==> src/rtl/chip_invaders_pkg.sv <==
// rtl/chip_invaders_pkg.sv - shared types and helpers for the chip invaders game logic
package chip_invaders_pkg;

    localparam int SCORE_W = 16;
    localparam int COORD_W = 16;

    typedef enum logic [2:0] {
        HIT_WAIT    = 3'd0,
        HIT_ARMED   = 3'd1,
        HIT_COL_DIV = 3'd2,
        HIT_ROW_DIV = 3'd3,
        HIT_COMMIT  = 3'd4
    } hit_state_e;

    function automatic logic [SCORE_W-1:0] sat_add(
        input logic [SCORE_W-1:0] a,
        input logic [SCORE_W-1:0] b
    );
        logic [SCORE_W:0] sum;
        sum = {1'b0, a} + {1'b0, b};
        return sum[SCORE_W] ? {SCORE_W{1'b1}} : sum[SCORE_W-1:0];
    endfunction

endpackage

==> src/rtl/cell_index_divider.sv <==
// rtl/cell_index_divider.sv - iterative subtract divider mapping a pixel offset to a cell index
module cell_index_divider
    import chip_invaders_pkg::*;
#(
    parameter int DIVISOR = 64,
    parameter int LIMIT   = 4
) (
    input  logic               clk,
    input  logic               rst_n,
    input  logic               clear,
    input  logic               start,
    input  logic [COORD_W:0]   dividend,
    output logic               done,
    output logic               overflow,
    output logic [COORD_W-1:0] quotient
);

    localparam logic [COORD_W:0]   DIV_V  = (COORD_W+1)'(DIVISOR);
    localparam logic [COORD_W-1:0] LAST_Q = COORD_W'(LIMIT - 1);

    logic               busy;
    logic [COORD_W:0]   rem;
    logic [COORD_W-1:0] q;
    logic               rem_ge;
    logic               at_limit;

    // One more subtraction from the last legal index would step outside the grid.
    assign rem_ge   = (rem >= DIV_V);
    assign at_limit = (q == LAST_Q);
    assign done     = busy & (~rem_ge | at_limit);
    assign overflow = busy & rem_ge & at_limit;
    assign quotient = q;

    always_ff @(posedge clk or negedge rst_n) begin
        if (!rst_n) begin
            busy <= 1'b0;
            rem  <= '0;
            q    <= '0;
        end else if (clear) begin
            busy <= 1'b0;
        end else if (start) begin
            busy <= 1'b1;
            rem  <= dividend;
            q    <= '0;
        end else if (busy) begin
            if (done) begin
                busy <= 1'b0;
            end else begin
                rem <= rem - DIV_V;
                q   <= q + 1'b1;
            end
        end
    end

endmodule

==> src/rtl/alien_hit_detector.sv <==
// rtl/alien_hit_detector.sv - resolves bullet/alien coincidences to cell kills and owns the alive matrix
module alien_hit_detector
    import chip_invaders_pkg::*;
#(
    parameter int NUM_ROWS         = 2,
    parameter int NUM_COLUMNS      = 4,
    parameter int ALIEN_SPACING_X  = 64,
    parameter int ALIEN_SPACING_Y  = 32,
    parameter int POINTS_PER_ALIEN = 10
) (
    input  logic                                  clk,
    input  logic                                  rst_n,
    input  logic [COORD_W-1:0]                    scan_x,
    input  logic [COORD_W-1:0]                    scan_y,
    input  logic                                  frame_start,
    input  logic                                  alien_pixel,
    input  logic                                  bullet_pixel,
    input  logic [COORD_W-1:0]                    formation_x,
    input  logic [COORD_W-1:0]                    formation_y,
    input  logic                                  formation_reset,
    output logic [NUM_ROWS-1:0][NUM_COLUMNS-1:0]  alive_matrix,
    output logic                                  kill_valid,
    output logic [COORD_W-1:0]                    kill_row,
    output logic [COORD_W-1:0]                    kill_col,
    output logic                                  bullet_hit,
    output logic [SCORE_W-1:0]                    score,
    output logic                                  all_dead
);

    localparam logic [SCORE_W-1:0] POINTS = SCORE_W'(POINTS_PER_ALIEN);

    hit_state_e state, next_state;

    logic                                 coincide;
    logic [COORD_W:0]                     dx, dy, dy_q;
    logic                                 hit_neg;
    logic                                 col_start, row_start, commit_en;
    logic                                 col_done, col_ovf, row_done, row_ovf;
    logic [COORD_W-1:0]                   col_q, row_q;
    logic [NUM_ROWS-1:0][NUM_COLUMNS-1:0] target;
    logic                                 target_alive;

    assign coincide = alien_pixel & bullet_pixel;
    assign dx       = {1'b0, scan_x} - {1'b0, formation_x};
    assign dy       = {1'b0, scan_y} - {1'b0, formation_y};
    assign hit_neg  = dx[COORD_W] | dy[COORD_W];
    assign all_dead = ~|alive_matrix;

    always_ff @(posedge clk or negedge rst_n) begin
        if (!rst_n) begin
            state <= HIT_WAIT;
        end else begin
            state <= next_state;
        end
    end

    always_comb begin
        next_state = state;
        if (formation_reset) begin
            next_state = HIT_WAIT;
        end else begin
            case (state)
                HIT_WAIT:    if (frame_start) next_state = HIT_ARMED;
                HIT_ARMED:   if (coincide) next_state = hit_neg ? HIT_WAIT : HIT_COL_DIV;
                HIT_COL_DIV: if (col_done) next_state = col_ovf ? HIT_WAIT : HIT_ROW_DIV;
                HIT_ROW_DIV: if (row_done) next_state = row_ovf ? HIT_WAIT : HIT_COMMIT;
                HIT_COMMIT:  next_state = HIT_WAIT;
                default:     next_state = HIT_WAIT;
            endcase
        end
    end

    always_comb begin
        col_start = (state == HIT_ARMED) && coincide && !hit_neg && !formation_reset;
        row_start = (state == HIT_COL_DIV) && col_done && !col_ovf && !formation_reset;
        commit_en = (state == HIT_COMMIT) && !formation_reset;
    end

    // The column divider consumes dx directly; dy waits here for the row pass.
    always_ff @(posedge clk or negedge rst_n) begin
        if (!rst_n) begin
            dy_q <= '0;
        end else if (col_start) begin
            dy_q <= dy;
        end
    end

    cell_index_divider #(
        .DIVISOR (ALIEN_SPACING_X),
        .LIMIT   (NUM_COLUMNS)
    ) u_col_div (
        .clk      (clk),
        .rst_n    (rst_n),
        .clear    (formation_reset),
        .start    (col_start),
        .dividend (dx),
        .done     (col_done),
        .overflow (col_ovf),
        .quotient (col_q)
    );

    cell_index_divider #(
        .DIVISOR (ALIEN_SPACING_Y),
        .LIMIT   (NUM_ROWS)
    ) u_row_div (
        .clk      (clk),
        .rst_n    (rst_n),
        .clear    (formation_reset),
        .start    (row_start),
        .dividend (dy_q),
        .done     (row_done),
        .overflow (row_ovf),
        .quotient (row_q)
    );

    always_comb begin
        target = '0;
        for (int r = 0; r < NUM_ROWS; r++) begin
            for (int c = 0; c < NUM_COLUMNS; c++) begin
                if (row_q == COORD_W'(r) && col_q == COORD_W'(c)) begin
                    target[r][c] = 1'b1;
                end
            end
        end
    end

    assign target_alive = |(alive_matrix & target);

    always_ff @(posedge clk or negedge rst_n) begin
        if (!rst_n) begin
            alive_matrix <= '1;
            score        <= '0;
            kill_valid   <= 1'b0;
            bullet_hit   <= 1'b0;
            kill_row     <= '0;
            kill_col     <= '0;
        end else begin
            kill_valid <= 1'b0;
            bullet_hit <= 1'b0;
            if (formation_reset) begin
                alive_matrix <= '1;
            end else if (commit_en && target_alive) begin
                alive_matrix <= alive_matrix & ~target;
                kill_valid   <= 1'b1;
                bullet_hit   <= 1'b1;
                kill_row     <= row_q;
                kill_col     <= col_q;
                score        <= sat_add(score, POINTS);
            end
        end
    end

endmodule

==> config.mk <==
export PLATFORM = sky130hd
export DESIGN_NAME = alien_hit_detector
export DESIGN_NICKNAME = d
export VERILOG_FILES = /design/src/rtl/chip_invaders_pkg.sv /design/src/rtl/cell_index_divider.sv /design/src/rtl/alien_hit_detector.sv
export SDC_FILE = /design/constraint.sdc
export NUM_CORES = 1
export LEC_CHECK = 0
export CAP_MARGIN = 20
export CELL_PAD_IN_SITES_DETAIL_PLACEMENT = 1
export CELL_PAD_IN_SITES_GLOBAL_PLACEMENT = 1
export CORE_ASPECT_RATIO = 1.2
export CORE_MARGIN = 3
export CORE_UTILIZATION = 30
export CTS_CLUSTER_DIAMETER = 60
export DETAILED_ROUTE_END_ITERATION = 8
export GPL_ROUTABILITY_DRIVEN = 0
export PLACE_DENSITY = 0.66
export SYNTH_ARGS = -nofsm -noshare
export SYNTH_HDL_FRONTEND = slang
export SYNTH_HIERARCHICAL = 1
export SYNTH_SLANG_ARGS = --single-unit
==> constraint.sdc <==
create_clock -name clk -period 4.3 [get_ports clk]
set_input_delay 0.86 -clock clk [delete_from_list [all_inputs] [get_ports clk]]
set_output_delay 0.86 -clock clk [all_outputs]
set_load 0.005 [all_outputs]
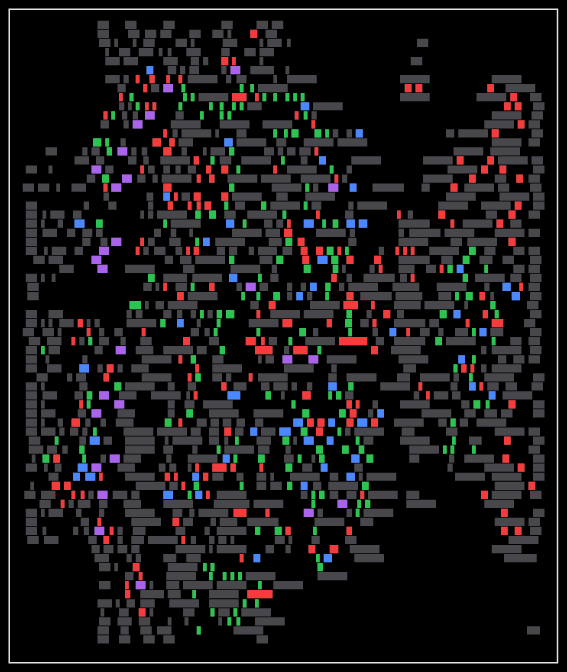
Figure 1: run 1, logic cells by family.
[green] nand cells | cells: 171 | most used: nand2_1
[red] nor cells | cells: 180 | most used: nor2_1 | where: widely spread
[purple] xor and xnor cells | cells: 27 | most used: xnor2_1
[blue] and/or cells | cells: 52 | most used: or4_1

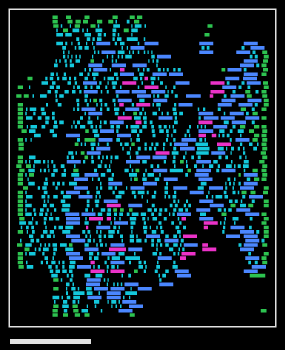
Figure 2: run 1, placed cells, one color a class.
Scale bar: 50 um.
[blue] sequential cells | cells: 145 | share of their area: 33%
[magenta] clock drivers and dummy loads | cells: 32 | share of their area: 5.4%
[cyan] combinational and other logic | cells: 805 | share of their area: 48%
[green] remaining buffers and delay cells | cells: 149 | share of their area: 13%

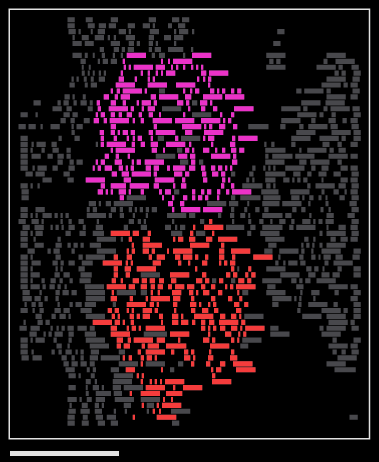
Figure 3: run 1, sub-block map.
Scale bar: 50 um.
[magenta] u_col_div | cells: 224
[red] u_row_div | cells: 233

-- run 1: path summary, 6_finish.rpt --
kind / slack [ps] / cells past startpoint / to
max in group asynchronous: 2960 / 3 / kill_col[15]
worst max-delay path: 690 / 15 / u_col_div/rem[6]
worst min register to register: 460 / 1 / score[0]
worst min-delay path: 310 / 1 / kill_col[5]
min in group clk: 460 / 1 / score[0]
worst max register to register: 870 / 10 / u_row_div/rem[10]
-- run 1: cell type report --
type,count,area (sq um),area share [%]
inverters,64,240,2.11
clock inverters,14,145,1.28
multi-input cells,741,4960,43.6
well taps,390,488,4.29
clock buffers,18,439,3.86
flip-flops and latches,145,3640,32.0
repair buffers,149,1470,12.9
-- run 1: per-stage QoR --
step / std cells / utilization (%) / total power [uW]
2_1_floorplan: 985 / - / 1720
3_3_place_gp: 1487 / 36.2 / 1890
3_5_place_dp: 1487 / 36.2 / 1900
4_1_cts: 1519 / 38.2 / 3400
5_1_grt: 1521 / 38.3 / 3540
6_report: 1521 / 38.3 / 3350
-- run 1: cell families after synthesis --
family / Yosys count / synth area share, %
mux: 33 / 4.72
xor+xnor: 27 / 2.61
compound gates: 237 / 17.8
simple gates: 403 / 23.8
fa+ha+maj: 41 / 5.84
flops: 145 / 40.2
buf+inv: 99 / 5.05
-- run 1: where the power goes --
part	switching, uW	internal, uW
registers	29.9	1400
clock network	643	832
logic	225	215
total	898	2450
-- run 1: placed cells by master (no fill, tap or decap), types with 9 or more instances in the layout --
cell type	n
dfrtp_1	137
nand4_1	29
mux2_1	9
and3_1	9
a21oi_1	64
nor2b_1	47
xnor2_1	20
buf_4	18
inv_1	61
clkdlybuf4s50_1	127
a21o_1	14
clkbuf_16	17
o21ai_0	37
and4_1	9
nand3_1	32
ha_1	39
nor4_1	13
o21a_1	12
a31oi_1	17
o211ai_1	11
nand2_1	101
or4_1	12
nor2_1	76
nor3_1	24
-- run 1: flip-flops by register name (all words and copies together), names as in the netlist --
name,cells
kill_col,16
state,3
u_col_div/busy,1
u_col_div/rem,17
u_row_div/busy,1
kill_row,16
u_row_div/rem,17
score,16
dy_q,17
bullet_hit,1
u_col_div/quotient,16
alive_matrix,8
u_row_div/quotient,16
-- run 1: routing by layer --
| layer | global-route usage [%] | vias up |
|---|---|---|
| li1 | - | 3861 |
| met1 | 20.0 | 3908 |
| met2 | 27.5 | 173 |
| met3 | 2.77 | 25 |
| met4 | 4.94 | 0 |
| met5 | 0 | - |
==> changes_impl.md, run 1 <==
## Flow update

- Die area: 32300 sq um
- Worst hold path class: in2async
- Post-DP HPWL: 18300 um
- Root buffer cell: clkbuf_16
- Gr ovfl total: 0
- Mapped Avg Cell Area: 9.19 sq um
- Placed instance area: 10800 sq um
- Number of enable flip-flop cells: 0
- Critical Path Most Common Cell: nor2_1
- Number of post-CTS setup repair buffers: 0
- Max stage delay on crit path: 460 ps
- Worst Path Max Fanout: 25
- M1 WL: 11400 um
- Final Cell Area: 11400 sq um
- Leakage: 0.00499 uW
- Top cell type's share of synthesized area: 37.9%
- Drt wl/cell: 16.5 um
- Max Cap Viol: 0
- Met2 wire length: 12300 um
- Layout cells sized above 1: 10.1%
- Worst Skew: 8.23 ps
- Fin crit share: 83.9%
- Worst slack, placed: 195 ps
- CTS tree: built
- Number of port buffers: 128
- Gr usage total: 15.9%
- Largest net degree at the start of global routing: 108
- DR vias: 7967
- Max_slew headroom: 57.7%
- WP data arrival: 3930 ps
- FF+latch count, synth: 145
- Fp util: 30.5%
- Tool warnings: 29
- Clk latency late pin: 430 ps
- Slowest-stage cell, CP: clkdlybuf4s50_1
- Worst setup EP type: flop
- Critical path class: in2reg
- Register area share after synthesis: 40.2%
- Synth top area cells: dfrtp_1 38%, ha_1 5.4%, nand2_1 4.2%
- Yosys top cell by area: dfrtp_1
- FILL cells: 3463
- Clock Tree Buf Depth: 2
- Final #Nets: 1229
- R2r startpoint: u_col_div/rem[9]
- Status: finished clean
- DR top layer: met4
- Placement Rows: 69
- Setup crit start: scan_y[0]
- Post-route ant nets: 0
- Die height: 196 um
- Initial antenna violation count: 0
- Fmax: 0.277 GHz
- # DRC: 0
- Diodes inserted: 0
- Unique cell types: 92
- Setup TNS: 0 ps
- Most common reg cell: dfrtp_1
- Met3 wire length: 949 um
- Post-Route WL: 25100 um
- Mapped Nets: 1096
- Post-cts resize count: 0
- Iter 0 DRT Violations: 360
- Synth cell count leaders: 137 x dfrtp_1, 101 x nand2_1, 76 x nor2_1, 64 x a21oi_1, 61 x inv_1
- Buf+Inv Stages, Crit Path: 5
- Cell with the most instances after synthesis: dfrtp_1
- Vias in the first global route: 8247
- Synthesis area per yosys: 9050 sq um
- Pwr dens: 294 nW/um^2
- Area Overhead vs Synth: 25.8%
- Cell count listed in synth_stat.txt: 985
- Actual slew at the worst max-slew pin: 629 ps
- Critical path cell sequence: clkdlybuf4s50_1 > inv_1 > ha_1 > fa_1 > nor2b_1 > o31a_1 > o211ai_2 > a21oi_1 > nand3_2 > inv_2 > clkinv_1 > nor2_1 > buf_12 > nor2_1 > a211oi_1
- # setup viols final: 0
- Hold Slack: 308 ps
- Family with the most delay on the worst path: AND-OR/OR-AND gates
- CP Data Required Time: 4620 ps
- Hold_buf cts: 0
- Global-route wire length before repair: 42100 um
- Gate Count Post-Synth: 985
- Final Hold Vio Count: 0
- RSZ-0062 raised after global routing: false
- Final worst slack: 694 ps
- Vias per cell: 5.24
- Clk sinks: 145
- CP Launch Type: input pin
- # H-tree levels: 4
- Die X: 165 um
- Cell Area, Synth: 9050 sq um
- Yosys warns: 6
- Maximum VDD drop: 0.000270 V
- Asr flop ratio synth: 100%
- Clock Pin Slew Worst Setup and Hold Paths: 60 ps
- Placeable core area: 29700 sq um
- TritonRoute pass-1 iters: 4
- IO Pins: 129
- Cts bufs inserted: 17
- Slew Viols, Final: 0
- Crit path time final: 3610 ps
Figure 4. Where the registers sit (run 1).
Scale bar: 50 um.
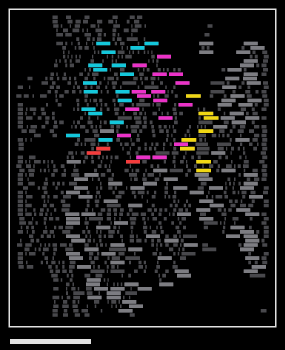

==> run 2: changes to the inputs <==
==> constraint.sdc (replaced) <==
create_clock -name clk -period 3.5 [get_ports clk]
set_input_delay 0.7 -clock clk [delete_from_list [all_inputs] [get_ports clk]]
set_output_delay 0.7 -clock clk [all_outputs]
set_load 0.005 [all_outputs]
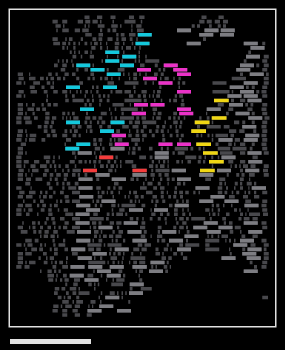
Figure 5: run 2, where the registers sit.
Scale bar: 50 um.
[yellow] alive_matrix | sequential cells: 8 | where: right middle
[cyan] u_col_div/rem | sequential cells: 17
[magenta] u_col_div/quotient | sequential cells: 16
[red] state | sequential cells: 3
not colored: 101

==> changes_impl.md, run 2 <==
## Flow update

- Status: finished clean
- Largest net degree at the start of global routing: 74 (-31%)
- Max_slew headroom: 51.5% (-6.2 points)
- Vias in the first global route: 8302 (+0.67%)
- Final Util: 39.6% (+1.3 points)
- Register area share after synthesis: 40.2% (unchanged)
- Setup TNS: 0 ps (unchanged)
- Gr ovfl total: 0 (unchanged)
- Clock Tree Buf Depth: 2 (unchanged)
- Die height: 196 um (unchanged)
- Placement Rows: 69 (unchanged)
- Most frequent logic cells in the routed design: 137 x dfrtp_1, 126 x clkdlybuf4s50_1, 101 x nand2_1, 75 x nor2_1, 64 x a21oi_1
- Clk latency late pin: 430 ps (about the same)
- Gate Count Post-Synth: 985 (unchanged)
- Buf+Inv Stages, Crit Path: 5 (unchanged)
- Clk sinks: 145 (unchanged)
- Die X: 165 um (unchanged)
- Worst hold path class: in2async
- Cts bufs inserted: 17 (unchanged)
- Pwr dens: 366 nW/um^2 (+24%)
- Synthesis area per yosys: 9050 sq um (unchanged)
- FF+latch count, synth: 145 (unchanged)
- Top cell type's share of synthesized area: 37.9% (unchanged)
- DR vias: 8091 (+1.6%)
- Yosys top cell by area: dfrtp_1
- Layout cells sized above 1: 13.2% (+3.2 points)
- Fmax: 0.318 GHz
- IO Pins: 129 (unchanged)
- Area Overhead vs Synth: 30.0%
- Drt wl/cell: 16.1 um (-2.1%)
- Post-route ant nets: 0 (unchanged)
- Vias per cell: 5.18 (-1.0%)
- Most common reg cell: dfrtp_1
- Fp util: 30.5% (unchanged)
- # setup viols final: 0 (unchanged)
- Family with the most delay on the worst path: buffers and inverters
- TritonRoute pass-1 iters: 5 (+1)
- # DRC: 0 (unchanged)
- Worst setup EP type: flop
- Max stage delay on crit path: 450 ps (about the same)
- Leakage: 0.00522 uW (+4.6%)
- Mapped Nets: 1096 (unchanged)
- Synth top area cells: dfrtp_1 38%, ha_1 5.4%, nand2_1 4.2%
- CP Data Required Time: 3820 ps (-800 ps)
- Dominant logic cell type in the layout: dfrtp_1
- Worst Skew: 8.23 ps (-0.00774 ps)
- Number of post-CTS setup repair buffers: 0 (unchanged)
- Slew Viols, Final: 0 (unchanged)
- Largest regs: dy_q: 17 flops, u_col_div/rem: 17 flops, u_row_div/rem: 17 flops
- Critical path cell sequence: clkdlybuf4s50_1 > inv_1 > ha_1 > fa_1 > nor2b_1 > o31a_1 > o211ai_1 > o211ai_1 > nand3_2 > inv_2 > clkinv_2 > nor2_4 > buf_12 > nor2_1 > a41o_1
- Worst slack, placed: -118 ps (-313 ps)
- Mapped Avg Cell Area: 9.19 sq um (unchanged)
- Fin crit share: 89.8%
- Synth cell count leaders: 137 x dfrtp_1, 101 x nand2_1, 76 x nor2_1, 64 x a21oi_1, 61 x inv_1
- Slowest-stage cell, CP: clkdlybuf4s50_1
- CTS tree: built
- WP data arrival: 3460 ps (-470 ps)
- Clock Pin Slew Worst Setup and Hold Paths: 60 ps (about the same)
- Cell with the most instances after synthesis: dfrtp_1
- Final #Nets: 1269 (+3.3%)
- Gr usage total: 16.0% (+0.092 points)
- Final Hold Vio Count: 0 (unchanged)
- Final worst slack: 359 ps (-335 ps)
- CP Launch Type: input pin
- Root buffer cell: clkbuf_16
- Post-DP HPWL: 18800 um (+2.8%)
- Die area: 32300 sq um (unchanged)
- Critical path class: in2reg
- Cell count listed in synth_stat.txt: 985 (unchanged)
- Actual slew at the worst max-slew pin: 728 ps (+98.4 ps)
- Unique cell types: 92 (unchanged)
- Iter 0 DRT Violations: 421 (+17%)
- Diodes inserted: 0 (unchanged)
- Worst Path Max Fanout: 9 (-64%)
- Yosys warns: 6 (unchanged)
- # H-tree levels: 4 (unchanged)
- Number of enable flip-flop cells: 0 (unchanged)
- Post-Route WL: 25200 um (+0.49%)
- Critical Path Most Common Cell: o211ai_1
- Asr flop ratio synth: 100% (unchanged)
- Placeable core area: 29700 sq um (unchanged)
- Number of port buffers: 128 (unchanged)
- Post-cts resize count: 0 (unchanged)
- Max Cap Viol: 0 (unchanged)
- Crit path time final: 3140 ps
==> run 2: cell counts after synthesis <==
Identical to the previous run, type by type.
==> run 2: logic make-up after synthesis <==
logic type	share of synthesized area [%]
compound gates	17.8
fa+ha+maj	5.84
buf+inv	5.05
xor+xnor	2.61
mux	4.72
simple gates	23.8
flops	40.2
==> run 2: through the flow <==
| stage | instance area [sq um] | std cells | hold WS [ps] | power, uW |
|---|---|---|---|---|
| 6_report | 11800 | 1561 | 299 | 4300 |
| 5_1_grt | 11800 | 1561 | 351 | 4520 |
| 4_1_cts | 11800 | 1561 | 326 | 4380 |
| 3_5_place_dp | 11100 | 1529 | 451 | 2380 |
| 3_3_place_gp | 11100 | 1529 | 444 | 2360 |
| 2_1_floorplan | 9060 | 985 | 404 | 2110 |
==> run 2: final cells by class <==
type	instances	area, sq um
tap	390	488
fill	3475	17900
sequential	145	3640
timing repair buffer	189	1800
multi-input combinational	741	4970
inverter	64	241
clock buffer	20	447
clock inverter	12	183
==> run 2: worst paths after layout <==
check | from | endpoint | slack, ps | depth (start not counted)
max | scan_x[0] | u_col_div/quotient[10] | 360 | 15
min | rst_n | kill_row[14] | 300 | 1
max reg2reg | u_col_div/rem[9] | u_row_div/rem[16] | 410 | 9
min reg2reg | score[0] | score[0] | 460 | 1
max in group asynchronous | rst_n | u_row_div/rem[12] | 2390 | 2
min in group clk | score[0] | score[0] | 460 | 1
==> run 2: report_power, final <==
part / internal, uW / switching [uW] / total, uW
registers: 1720 / 37.2 / 1760
logic: 293 / 289 / 583
clock network: 1220 / 744 / 1960
==> run 2: metal layers <==
metal,wire (um),track usage [%],share of wire (%),vias to the layer above
li1,-,-,-,3930
met1,11500,20.2,46,3984
met2,12500,28.1,50,152
met3,818,2.43,3.2,25
met4,349,4.47,1.4,0
met5,0,0,0,-
Power figures rest on the tool's default switching activity, not on a simulated workload.
